--- src/rtl/mem_port_arbiter_if.sv ---
// ============================================================================
//  Module      : mem_port_arbiter_if
//  Description : Bundle of the fetch-port, data-port and memory-side signals
//                connecting the pipeline, the arbiter and the unified memory.
//  Revision    : 1.0 - initial release
// ============================================================================
`default_nettype none

interface mem_port_arbiter_if;
  // Instruction (fetch) port
  logic        if_req;
  logic [31:0] if_addr;
  logic        if_flush;
  logic [31:0] if_rdata;
  logic        if_ack;
  // Data (memory stage) port
  logic        d_req;
  logic        d_we;
  logic [31:0] d_addr;
  logic [31:0] d_wdata;
  logic [31:0] d_rdata;
  logic        d_ack;
  // Pipeline stalls
  logic        stall_f;
  logic        stall_m;
  // Memory side
  logic        mem_en;
  logic        mem_we;
  logic [31:0] mem_addr;
  logic [31:0] mem_wdata;
  logic [31:0] mem_rdata;

  // Arbiter side: consumes requests and read data, produces acks and strobes
  modport slave (
    input  if_req, if_addr, if_flush, d_req, d_we, d_addr, d_wdata, mem_rdata,
    output if_rdata, if_ack, d_rdata, d_ack, stall_f, stall_m,
           mem_en, mem_we, mem_addr, mem_wdata
  );

  // Requester / memory side: the mirror image of the arbiter
  modport master (
    output if_req, if_addr, if_flush, d_req, d_we, d_addr, d_wdata, mem_rdata,
    input  if_rdata, if_ack, d_rdata, d_ack, stall_f, stall_m,
           mem_en, mem_we, mem_addr, mem_wdata
  );
endinterface

`default_nettype wire

--- src/rtl/mem_port_arbiter.sv ---
// ============================================================================
//  Module      : mem_port_arbiter
//  Description : Shares one fixed-latency single-port memory between the fetch
//                port (I) and the data port (D). D has priority; a starvation
//                counter forces an I grant after MAX_STARVE contested D grants.
//                Fetches can be flushed (dropped) while in flight.
//  Revision    : 1.0 - initial release
// ============================================================================
`default_nettype none

module mem_port_arbiter #(
  parameter int MEM_LAT    = 2,   // mem_en cycle to valid mem_rdata, 1..15
  parameter int MAX_STARVE = 3    // contested D grants before I is forced, 1..15
) (
  input logic               clock,
  input logic               reset,
  mem_port_arbiter_if.slave bus
);

  typedef enum logic [1:0] {
    IDLE  = 2'd0,
    ISSUE = 2'd1,
    WAIT  = 2'd2,
    ACK   = 2'd3
  } state_t;

  typedef enum logic {
    OWN_I = 1'b0,
    OWN_D = 1'b1
  } owner_t;

  localparam logic [3:0] LAT_LOAD   = 4'(MEM_LAT - 1);
  localparam logic [3:0] STARVE_MAX = 4'(MAX_STARVE);

  state_t      state;
  state_t      next_state;
  owner_t      owner;
  logic        is_store;
  logic [3:0]  lat_cnt;
  logic [3:0]  starve_cnt;
  logic        drop;
  logic        grant_d;
  logic        grant_i;
  logic        flush_i;
  logic        drop_now;
  logic        mem_en_q;
  logic        mem_we_q;
  logic [31:0] mem_addr_q;
  logic [31:0] mem_wdata_q;
  logic [31:0] if_rdata_q;
  logic [31:0] d_rdata_q;

  // A flush only matters while the fetch port owns the memory; the drop
  // decision also sees a flush arriving in the very cycle of the ack.
  assign flush_i  = bus.if_flush && (owner == OWN_I);
  assign drop_now = drop || flush_i;

  // State register
  always_ff @(posedge clock) begin
    if (reset) begin
      state <= IDLE;
    end else begin
      state <= next_state;
    end
  end

  // Next-state and grant decision; requests are only looked at in IDLE
  always_comb begin
    next_state = state;
    grant_d    = 1'b0;
    grant_i    = 1'b0;
    case (state)
      IDLE: begin
        if (bus.d_req && !(bus.if_req && (starve_cnt == STARVE_MAX))) begin
          grant_d    = 1'b1;
          next_state = ISSUE;
        end else if (bus.if_req) begin
          grant_i    = 1'b1;
          next_state = ISSUE;
        end
      end
      ISSUE:   next_state = WAIT;
      WAIT:    if (lat_cnt == 4'd0) next_state = ACK;
      ACK:     next_state = IDLE;
      default: next_state = IDLE;
    endcase
  end

  // Transaction datapath: latch the winner, strobe memory, count latency, capture data
  always_ff @(posedge clock) begin
    if (reset) begin
      owner       <= OWN_I;
      is_store    <= 1'b0;
      lat_cnt     <= 4'd0;
      starve_cnt  <= 4'd0;
      drop        <= 1'b0;
      mem_en_q    <= 1'b0;
      mem_we_q    <= 1'b0;
      mem_addr_q  <= 32'd0;
      mem_wdata_q <= 32'd0;
      if_rdata_q  <= 32'd0;
      d_rdata_q   <= 32'd0;
    end else begin
      case (state)
        IDLE: begin
          drop <= 1'b0;
          if (grant_d) begin
            owner       <= OWN_D;
            is_store    <= bus.d_we;
            mem_en_q    <= 1'b1;
            mem_we_q    <= bus.d_we;
            mem_addr_q  <= bus.d_addr;
            mem_wdata_q <= bus.d_wdata;
            // Count only D grants that made a waiting fetch lose
            if (bus.if_req && (starve_cnt != STARVE_MAX)) begin
              starve_cnt <= starve_cnt + 4'd1;
            end
          end else if (grant_i) begin
            owner      <= OWN_I;
            is_store   <= 1'b0;
            mem_en_q   <= 1'b1;
            mem_we_q   <= 1'b0;
            mem_addr_q <= bus.if_addr;
            starve_cnt <= 4'd0;
          end
        end
        ISSUE: begin
          mem_en_q <= 1'b0;
          mem_we_q <= 1'b0;
          lat_cnt  <= LAT_LOAD;
          if (flush_i) drop <= 1'b1;
        end
        WAIT: begin
          if (flush_i) drop <= 1'b1;
          if (lat_cnt == 4'd0) begin
            if (owner == OWN_D) begin
              d_rdata_q <= is_store ? 32'd0 : bus.mem_rdata;
            end else if (!drop_now) begin
              if_rdata_q <= bus.mem_rdata;
            end
          end else begin
            lat_cnt <= lat_cnt - 4'd1;
          end
        end
        ACK: begin
          // Leaving for IDLE: a dropped fetch is fully retired here
          drop <= 1'b0;
        end
        default: ;
      endcase
    end
  end

  assign bus.mem_en    = mem_en_q;
  assign bus.mem_we    = mem_we_q;
  assign bus.mem_addr  = mem_addr_q;
  assign bus.mem_wdata = mem_wdata_q;
  assign bus.if_rdata  = if_rdata_q;
  assign bus.d_rdata   = d_rdata_q;
  assign bus.if_ack    = (state == ACK) && (owner == OWN_I) && !drop_now;
  assign bus.d_ack     = (state == ACK) && (owner == OWN_D);
  assign bus.stall_f   = bus.if_req && !bus.if_ack;
  assign bus.stall_m   = bus.d_req && !bus.d_ack;

endmodule

`default_nettype wire

--- src/flat_wrapper.sv ---
// flat-port wrapper written by rule: the top's interface ports become plain ports
module mem_port_arbiter_flat 
#(
  parameter int MEM_LAT    = 2,                                            
  parameter int MAX_STARVE = 3                                                   
)
  (clock, reset, bus_if_req, bus_if_addr, bus_if_flush, bus_d_req, bus_d_we, bus_d_addr, bus_d_wdata, bus_mem_rdata, bus_if_rdata, bus_if_ack, bus_d_rdata, bus_d_ack, bus_stall_f, bus_stall_m, bus_mem_en, bus_mem_we, bus_mem_addr, bus_mem_wdata);
  mem_port_arbiter_if bus_i ();
  input logic clock;
  input logic reset;
  input wire logic [$bits(bus_i.if_req)-1:0] bus_if_req;
  input wire logic [$bits(bus_i.if_addr)-1:0] bus_if_addr;
  input wire logic [$bits(bus_i.if_flush)-1:0] bus_if_flush;
  input wire logic [$bits(bus_i.d_req)-1:0] bus_d_req;
  input wire logic [$bits(bus_i.d_we)-1:0] bus_d_we;
  input wire logic [$bits(bus_i.d_addr)-1:0] bus_d_addr;
  input wire logic [$bits(bus_i.d_wdata)-1:0] bus_d_wdata;
  input wire logic [$bits(bus_i.mem_rdata)-1:0] bus_mem_rdata;
  output wire logic [$bits(bus_i.if_rdata)-1:0] bus_if_rdata;
  output wire logic [$bits(bus_i.if_ack)-1:0] bus_if_ack;
  output wire logic [$bits(bus_i.d_rdata)-1:0] bus_d_rdata;
  output wire logic [$bits(bus_i.d_ack)-1:0] bus_d_ack;
  output wire logic [$bits(bus_i.stall_f)-1:0] bus_stall_f;
  output wire logic [$bits(bus_i.stall_m)-1:0] bus_stall_m;
  output wire logic [$bits(bus_i.mem_en)-1:0] bus_mem_en;
  output wire logic [$bits(bus_i.mem_we)-1:0] bus_mem_we;
  output wire logic [$bits(bus_i.mem_addr)-1:0] bus_mem_addr;
  output wire logic [$bits(bus_i.mem_wdata)-1:0] bus_mem_wdata;
  assign bus_i.if_req = bus_if_req;
  assign bus_i.if_addr = bus_if_addr;
  assign bus_i.if_flush = bus_if_flush;
  assign bus_i.d_req = bus_d_req;
  assign bus_i.d_we = bus_d_we;
  assign bus_i.d_addr = bus_d_addr;
  assign bus_i.d_wdata = bus_d_wdata;
  assign bus_i.mem_rdata = bus_mem_rdata;
  assign bus_if_rdata = bus_i.if_rdata;
  assign bus_if_ack = bus_i.if_ack;
  assign bus_d_rdata = bus_i.d_rdata;
  assign bus_d_ack = bus_i.d_ack;
  assign bus_stall_f = bus_i.stall_f;
  assign bus_stall_m = bus_i.stall_m;
  assign bus_mem_en = bus_i.mem_en;
  assign bus_mem_we = bus_i.mem_we;
  assign bus_mem_addr = bus_i.mem_addr;
  assign bus_mem_wdata = bus_i.mem_wdata;
  mem_port_arbiter #(.MEM_LAT(MEM_LAT), .MAX_STARVE(MAX_STARVE)) u_core (.clock(clock), .reset(reset), .bus(bus_i));
endmodule
--- config.mk ---
export PLATFORM = sky130hd
export DESIGN_NAME = mem_port_arbiter_flat
export DESIGN_NICKNAME = d
export VERILOG_FILES = /design/src/rtl/mem_port_arbiter_if.sv /design/src/rtl/mem_port_arbiter.sv /design/src/flat_wrapper.sv
export SDC_FILE = /design/constraint.sdc
export NUM_CORES = 1
export LEC_CHECK = 0
export ABC_AREA = 1
export CAP_MARGIN = 10
export CORE_MARGIN = 4
export CORE_UTILIZATION = 38
export CTS_BUF_LIST = sky130_fd_sc_hd__clkbuf_16
export CTS_CLUSTER_DIAMETER = 100
export CTS_CLUSTER_SIZE = 28
export DETAILED_ROUTE_END_ITERATION = 10
export PLACE_DENSITY_LB_ADDON = 0.05
export SLEW_MARGIN = 20
export SYNTH_ARGS = -nofsm -noshare
export SYNTH_HDL_FRONTEND = slang
export SYNTH_SLANG_ARGS = --single-unit
--- constraint.sdc ---
create_clock -name clock -period 1.4 [get_ports clock]
set_input_delay 0.28 -clock clock [delete_from_list [all_inputs] [get_ports clock]]
set_output_delay 0.28 -clock clock [all_outputs]
set_load 0.05 [all_outputs]
==> job_summary.md, run 1 <==
### Flow metrics

| Metric | Value |
|---|---|
| Max incr delay on CP | `0.55 ns` |
| Die y size | `135 µm` |
| Synth Area in Simple Gates | `26.8%` |
| Post-CTS sizing | `141` |
| Placed insts | `1332` |
| Crit-path cells | `clkdlybuf4s50_1 > buf_4 > inv_1 > buf_12 > nor2_4 > buf_12` |
| Cell class contributing the biggest share of worst-path delay | `buffers and inverters` |
| Clock Path Buffers | `2` |
| Seq group | `6.06 mW` |
| Num CTS Buffers | `17` |
| R2r startpoint | `u_core.lat_cnt[0]` |
| Status | `finished with violations` |
| Total Routing Usage GR | `24.6%` |
| Worst-Margin Slew | `0.528 ns` |
| Failing checks | `negative setup slack` |
| CP most frequent cell | `buf_12` |
| Logic area | `0.00421 mm²` |
| Seq pwr share | `23.4%` |
| Primary FF master, synth | `dfxtp_1` |
| Comb gates | `568` |
| Cell taking the most area after synthesis | `dfxtp_1` |
| Top power group | `combinational logic` |
| Fin crit share | `125%` |
| Worst Path Arrival | `1.47 ns` |
| Initial DRT Pass Iterations | `7` |
| Comb area leader | `simple AND/OR/NAND/NOR gates` |
| Final Hold Fails | `0` |
| Final period demand of the worst path | `1.75 ns` |
| Adder share | `1.43%` |
| Met3 usage | `8.38%` |
| Yosys cell types | `27` |
| Leakage power | `5.91 nW` |
| Log Warnings | `33` |
| Hold path start | `reset` |
| Clock transition at the registers of the reported paths | `0.06 ns` |
| Final worst setup slack | `-0.347 ns` |
| Clk latency late pin | `0.42 ns` |
| Setup Viol. Count Final | `139` |
| Hold_ws | `0.346 ns` |
| RSZ-0062 raised after global routing | `true` |
| Switch Pwr | `10.8 mW` |
| Post-DP HPWL | `14.0 mm` |
| Internal power | `15.2 mW` |
| Met2 GRT Util | `44.2%` |
| Worst-case reg-to-reg path depth | `10` |
| Setup TNS | `-22.23 ns` |
| First-pass GRT wire length | `35.5 mm` |
| Compound Share, Synth | `15.0%` |
| PD cells | `1850 mW/mm²` |
| Worst hold endpoint | `u_core.owner` |
Fig. 1: run 1, metal 2
The bar under the picture is 50 µm long.
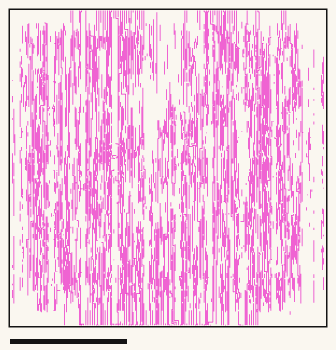
The wires run mostly vertical. 1207 nets have wire on it. The layer carries 15200 µm of wire. The layer holds 53% of the routed length. The longest straight run is 50.8 µm.

Fig. 2: run 1, metal layers overlaid
The bar under the picture is 50 µm long. Only two layers are drawn.
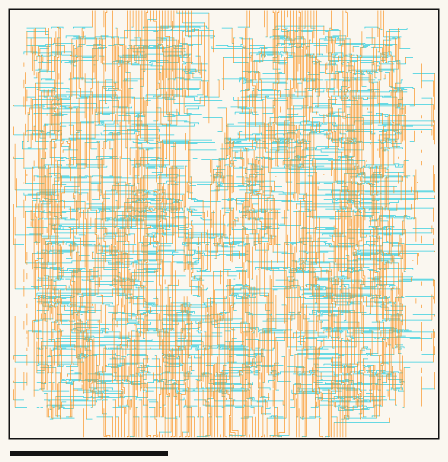
M2: shown in orange, wire length 15200 µm. M1: shown in cyan, wire length 10300 µm.

Fig. 3: run 1, clock nets
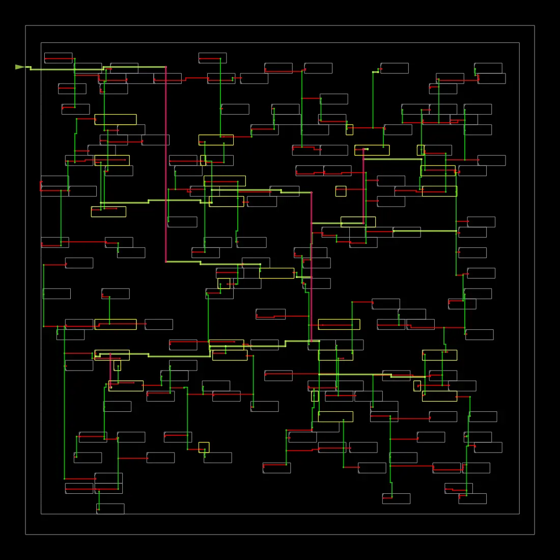
Max Clock Skew: 0.00877 ns
clk sinks: 143
number of clock-tree buffers in the layout: 17
flop count: 143

--- run 2 (diff from run 1) ---
--- a/config.mk
+++ b/config.mk
@@ -6,7 +6,7 @@
 export NUM_CORES = 1
 export LEC_CHECK = 0
 export ABC_AREA = 1
-export CAP_MARGIN = 10
+export CAP_MARGIN = 20
 export CORE_MARGIN = 4
 export CORE_UTILIZATION = 38
 export CTS_BUF_LIST = sky130_fd_sc_hd__clkbuf_16
Fig. 4: run 2, metal layers overlaid
The bar under the picture is 50 µm long. Only two layers are drawn.
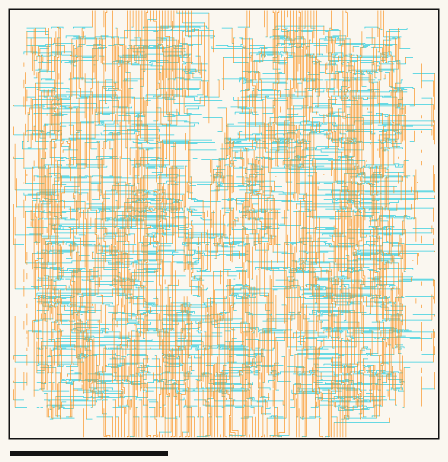
M1: shown in cyan, wire length 10300 µm. M2: shown in orange, wire length 15200 µm.

Fig. 5: run 2, metal 2
The bar under the picture is 50 µm long.
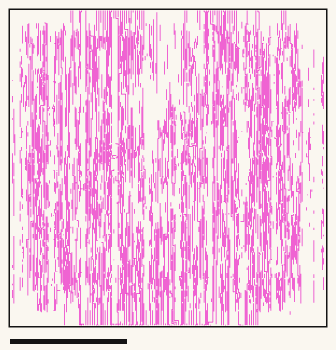
The longest straight run is 50.8 µm. 1207 nets have wire on it. The layer holds 53% of the routed length.

==> job_summary.md, run 2 <==
### Flow metrics

| Metric | Value |
|---|---|
| Status | `finished with violations` |
| Failing checks | `negative setup slack` |
| Setup Viol. Count Final | `139 (unchanged)` |
| Fin crit share | `125% (unchanged)` |
| Worst-Margin Slew | `0.528 ns (unchanged)` |
| Max Clock Skew | `0.00877 ns (unchanged)` |
| Clock Path Buffers | `2 (unchanged)` |
| Switch Pwr | `10.8 mW (unchanged)` |
| Die y size | `135 µm (unchanged)` |
| RSZ-0062 raised after global routing | `true` |
| Post-CTS sizing | `141 (unchanged)` |
| Yosys cell types | `27 (unchanged)` |
| Crit-path cells | `clkdlybuf4s50_1 > buf_4 > inv_1 > buf_12 > nor2_4 > buf_12` |
| Hold path start | `reset` |
| Final period demand of the worst path | `1.75 ns (unchanged)` |
| Placed insts | `1332 (unchanged)` |
| Leakage power | `5.91 nW (unchanged)` |
| PD cells | `1850 mW/mm² (unchanged)` |
| Top power group | `combinational logic` |
| Seq group | `6.06 mW (about the same)` |
| Final Hold Fails | `0 (unchanged)` |
| Compound Share, Synth | `15.0% (unchanged)` |
| Number of clock-tree buffers in the layout | `17 (unchanged)` |
| CP most frequent cell | `buf_12` |
| Comb area leader | `simple AND/OR/NAND/NOR gates` |
| Worst-case reg-to-reg path depth | `10 (unchanged)` |
| Synth Area in Simple Gates | `26.8% (unchanged)` |
| First-pass GRT wire length | `35.5 mm (unchanged)` |
| Max incr delay on CP | `0.55 ns (about the same)` |
| Flop count | `143 (unchanged)` |
| Met2 GRT Util | `44.2% (unchanged)` |
| Met3 usage | `8.38% (unchanged)` |
| Setup TNS | `-22.23 ns (unchanged)` |
| Initial DRT Pass Iterations | `7 (unchanged)` |
| Comb gates | `568 (unchanged)` |
| Post-DP HPWL | `14.0 mm (unchanged)` |
| Total Routing Usage GR | `24.6% (unchanged)` |
| Logic area | `0.00421 mm² (unchanged)` |
| Internal power | `15.2 mW (unchanged)` |
| Adder share | `1.43% (unchanged)` |
| Final worst setup slack | `-0.347 ns (unchanged)` |
| Clk sinks | `143 (unchanged)` |
| Max cap viols | `0` |
| Worst hold endpoint | `u_core.owner` |
| Largest net degree at the start of global routing | `48` |
| Clock transition at the registers of the reported paths | `0.06 ns (about the same)` |
| Seq pwr share | `23.4% (about the same)` |
Fig. 6: run 2, clock nets
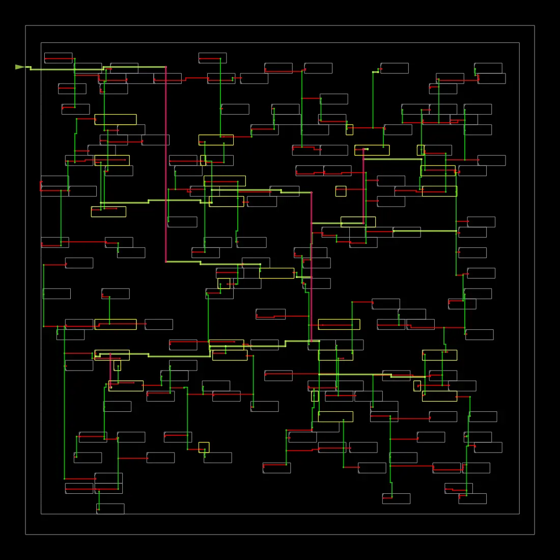
Num CTS Buffers: 17
clk latency late pin: 0.42 ns
P_clk: 4.75 mW

Power figures rest on the tool's default switching activity, not on a simulated workload.
